<file path="src/rtl/tft_timing_pkg.sv">
// tft_timing_pkg: shared TFT timing constants, vertical FSM encoding and phase helper
// Holds the 1280x1024 horizontal and vertical defaults used by h_sync and v_sync_gen.
package tft_timing_pkg;

    localparam int H_PULSE_PIX   = 112;
    localparam int H_BP_PIX      = 248;
    localparam int H_ACTIVE_PIX  = 1280;
    localparam int H_FP_PIX      = 48;
    localparam int H_CNT_W_DEF   = 11;

    localparam int V_PULSE_DEF   = 3;
    localparam int V_BP_DEF      = 38;
    localparam int V_PIX_DEF     = 1024;
    localparam int V_FP_DEF      = 1;
    localparam int V_CNT_W_DEF   = 11;

    typedef enum logic [4:0] {
        SET_COUNTERS = 5'b00001,
        PULSE        = 5'b00010,
        BACK_PORCH   = 5'b00100,
        PIXEL        = 5'b01000,
        FRONT_PORCH  = 5'b10000
    } v_state_t;

    // Phase order within a frame; anything unexpected falls back to a restart.
    function automatic v_state_t v_next_phase(input v_state_t s);
        return (s == PULSE)       ? BACK_PORCH :
               (s == BACK_PORCH)  ? PIXEL :
               (s == PIXEL)       ? FRONT_PORCH :
               (s == FRONT_PORCH) ? PULSE : SET_COUNTERS;
    endfunction

endpackage

</file>
<file path="src/rtl/tft_line_tick.sv">
// tft_line_tick: HSYNC falling-edge detector producing one line tick per line
// Ports: Clk pixel clock, Rst_n async active-low reset, HSYNC active-low horizontal sync,
//        tick high for the single cycle in which HSYNC first reads low.
module tft_line_tick (
    input  logic Clk,
    input  logic Rst_n,
    input  logic HSYNC,
    output logic tick
);

    logic hsync_d;

    // Reset to 1 so an HSYNC already low out of reset still counts as a fresh edge.
    always_ff @(posedge Clk or negedge Rst_n)
        if (!Rst_n) hsync_d <= 1'b1;
        else        hsync_d <= HSYNC;

    assign tick = hsync_d & ~HSYNC;

endmodule

</file>
<file path="src/rtl/v_sync_gen.sv">
// v_sync_gen: vertical timing generator (VSYNC, V_DE, pixel DE, frame start) for the TFT path
// Ports: Clk pixel clock, Rst_n async active-low reset, HSYNC/H_DE/VSYNC_Rst from h_sync,
//        VSYNC active-low vertical sync, V_DE active-line enable, DE = H_DE & V_DE,
//        V_frame_start one-cycle pulse on PULSE entry, V_line active line index.
// Optional: define V_LINE_IDX_EN to add the V_line port and its register.
module v_sync_gen
    import tft_timing_pkg::*;
#(
    parameter int V_PULSE_LINES = V_PULSE_DEF,
    parameter int V_BP_LINES    = V_BP_DEF,
    parameter int V_PIX_LINES   = V_PIX_DEF,
    parameter int V_FP_LINES    = V_FP_DEF,
    parameter int V_CNT_W       = V_CNT_W_DEF
) (
    input  logic               Clk,
    input  logic               Rst_n,
    input  logic               HSYNC,
    input  logic               H_DE,
    input  logic               VSYNC_Rst,
    output logic               VSYNC,
    output logic               V_DE,
    output logic               DE,
    output logic               V_frame_start
`ifdef V_LINE_IDX_EN
    ,
    output logic [V_CNT_W-1:0] V_line
`endif
);

    localparam logic [V_CNT_W-1:0] L_PULSE = V_CNT_W'(V_PULSE_LINES - 1);
    localparam logic [V_CNT_W-1:0] L_BP    = V_CNT_W'(V_BP_LINES - 1);
    localparam logic [V_CNT_W-1:0] L_PIX   = V_CNT_W'(V_PIX_LINES - 1);
    localparam logic [V_CNT_W-1:0] L_FP    = V_CNT_W'(V_FP_LINES - 1);

    v_state_t           state, state_nxt;
    logic [V_CNT_W-1:0] cnt, cnt_nxt, lim;
    logic               tick;

    tft_line_tick u_tick (
        .Clk   (Clk),
        .Rst_n (Rst_n),
        .HSYNC (HSYNC),
        .tick  (tick)
    );

    always_comb begin
        lim = (state == PULSE)      ? L_PULSE :
              (state == BACK_PORCH) ? L_BP :
              (state == PIXEL)      ? L_PIX : L_FP;
        state_nxt = state;
        cnt_nxt   = cnt;
        if (VSYNC_Rst) begin
            state_nxt = SET_COUNTERS;
            cnt_nxt   = '0;
        end else begin
            case (state)
                SET_COUNTERS: begin
                    cnt_nxt = '0;
                    if (tick) state_nxt = PULSE;
                end
                PULSE, BACK_PORCH, PIXEL, FRONT_PORCH:
                    if (tick) begin
                        // >= keeps a corrupted count from running past the phase length.
                        cnt_nxt   = (cnt >= lim) ? '0 : cnt + V_CNT_W'(1);
                        state_nxt = (cnt >= lim) ? v_next_phase(state) : state;
                    end
                default: begin
                    state_nxt = SET_COUNTERS;
                    cnt_nxt   = '0;
                end
            endcase
        end
    end

    // Outputs decode the next state so they change on the same edge as the state.
    always_ff @(posedge Clk or negedge Rst_n)
        if (!Rst_n) begin
            state         <= SET_COUNTERS;
            cnt           <= '0;
            VSYNC         <= 1'b1;
            V_DE          <= 1'b0;
            V_frame_start <= 1'b0;
        end else begin
            state         <= state_nxt;
            cnt           <= cnt_nxt;
            VSYNC         <= state_nxt != PULSE;
            V_DE          <= state_nxt == PIXEL;
            V_frame_start <= (state_nxt == PULSE) && (state != PULSE);
        end

`ifdef V_LINE_IDX_EN
    // Tracks the counter through PIXEL and then holds the final active line index.
    always_ff @(posedge Clk or negedge Rst_n)
        if (!Rst_n) V_line <= '0;
        else        V_line <= (state_nxt == PIXEL) ? cnt_nxt : VSYNC_Rst ? '0 : V_line;
`endif

    assign DE = H_DE & V_DE;

endmodule

</file>
<file path="config.mk">
export PLATFORM = sky130hd
export DESIGN_NAME = v_sync_gen
export DESIGN_NICKNAME = d
export VERILOG_FILES = /design/src/rtl/tft_timing_pkg.sv /design/src/rtl/tft_line_tick.sv /design/src/rtl/v_sync_gen.sv
export SDC_FILE = /design/constraint.sdc
export NUM_CORES = 1
export LEC_CHECK = 0
export CORE_MARGIN = 1.5
export CORE_UTILIZATION = 45
export DETAILED_ROUTE_END_ITERATION = 6
export GPL_ROUTABILITY_DRIVEN = 1
export PLACE_DENSITY = 0.65
export SYNTH_ARGS = -nofsm -noshare
export SYNTH_HDL_FRONTEND = slang
export SYNTH_SLANG_ARGS = --single-unit
</file>
<file path="constraint.sdc">
create_clock -name Clk -period 2.5 [get_ports Clk]
set_input_delay 0.375 -clock Clk [delete_from_list [all_inputs] [get_ports Clk]]
set_output_delay 0.375 -clock Clk [all_outputs]
set_load 0.02 [all_outputs]
</file>
layer_met1.png
Scale: 6 px per um. Cells faint in the background.
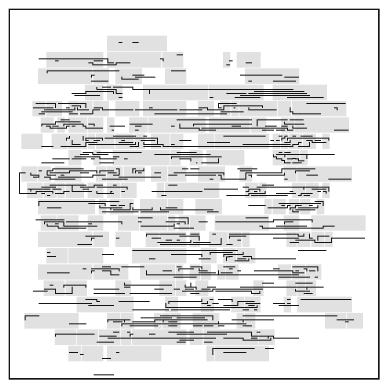
share of all routed wire = 45%
main direction = horizontal
longest straight run = 26.7 um
wire length on this layer = 1570 um
Vias: 1322
DRT Wirelength: 3500 um

layer_met2.png
Scale: 8 px per um.
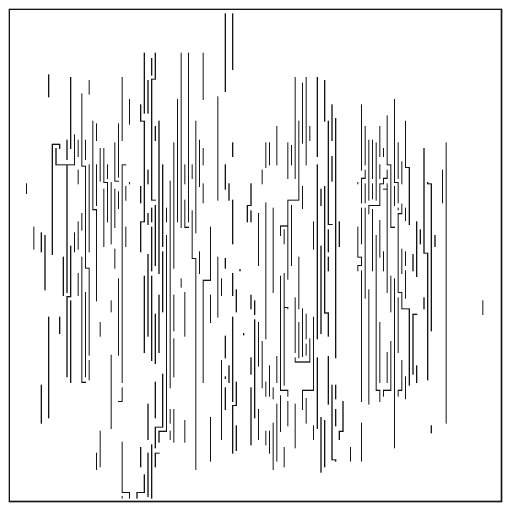
wire length on this layer = 1810 um
nets with wire on the layer = 164
met2 usage: 0.363

==> results.cfg <==
; implementation run metrics
[clock_tree]
clockRootBuffer = clkbuf_4
clockBufferDepth = 2
cts_hold_buffers = 0
postCtsSetupBuffers = 0

[setup_path]
crit_path_end_kind = register
crit_path_start = state[2]$_DFF_PN0_
r2r-end = cnt[6]$_DFFE_PN0P_
cp_num_buf_inv = 2
crit_cells = 11
cp_slowest_cell = dfrtp_2
crit_top_cell = buf_4
r2r-start = state[2]$_DFF_PN0_

[sta]
totalNegativeSetupSlack_ps = 0
skew_ps = 4.67
hold_viol = 0
clock.fmax_mhz = 412
rsz0062_at_grt = yes
timing.final.ws_setup_ps = 74.1
worst_pin_slew_ps = 885
finalSetupViolCount = 0

[power_and_ir_drop]
peakVddDrop_mv = 0.191
p_comb_uw = 88.4
maxPowerGroup = sequential cells
p_clk_uw = 276
netSwitchingFraction = 0.239

[yosys]
synthArstFlopShare = 1.00
aoi_share = 0.181
yosysSeqAreaShare = 0.329
top_cells_by_count = 19 x nand2_1, 17 x dfrtp_1, 13 x nand4_1
adder_share = 0.0899
synthFlopType = dfrtp_1
synthXorXnorAreaFrac = 0.0172

[detailed_routing]
drtIter0Drc = 109
m1WireLength_um = 1570
drc = 0
firstDrtPassIters = 4
route.met3.wl_um = 100

[cells_and_area]
signal_buffers = 25
sh_comb_area = 0.552
largest_class = logic gates
seq_area_frac = 0.264
largest_registers = cnt (11), state (5)
n_antenna_cell = 0
largest_register_ffs = 11
layout.nets = 201
ff_latch_area_sq_um = 505
final_util = 0.606

[grt]
grt_busiest_layer = met2
grt_overflow_total = 0
antenna_found_initial = 0
grt_pass1_wl_um = 5940

[floorplanning]
die_w_um = 61.3
taps = 44
fp_util = 0.486

[place]
pre_cts_slack_ps = -16.1

[status]
status = completed

[job]
warnings = 28

[hold_path]
worstHoldPathType = in -> async
layer_met3.png
Scale: 4 px per um. Cells faint in the background.
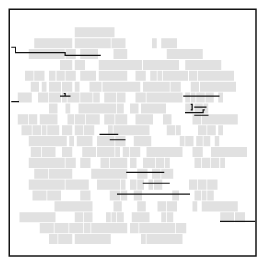
wire length on this layer = 101 um
share of all routed wire = 2.9%
Global Route met3 Usage: 0.0189

detail.png
Window x 21 to 41, y 21 to 41 um. Cells in gray, sequential cells in the stronger gray; small squares are vias.
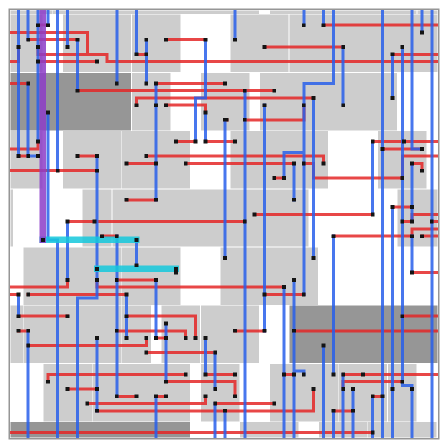
red -> metal 1
cyan -> metal 3
blue -> metal 2
purple -> metal 4
netlist names of flops here include = VSYNC (1), cnt (1)
sequential cells in the window = 2
cells with their middle in the window = 30
most frequent = ha_1 (5)

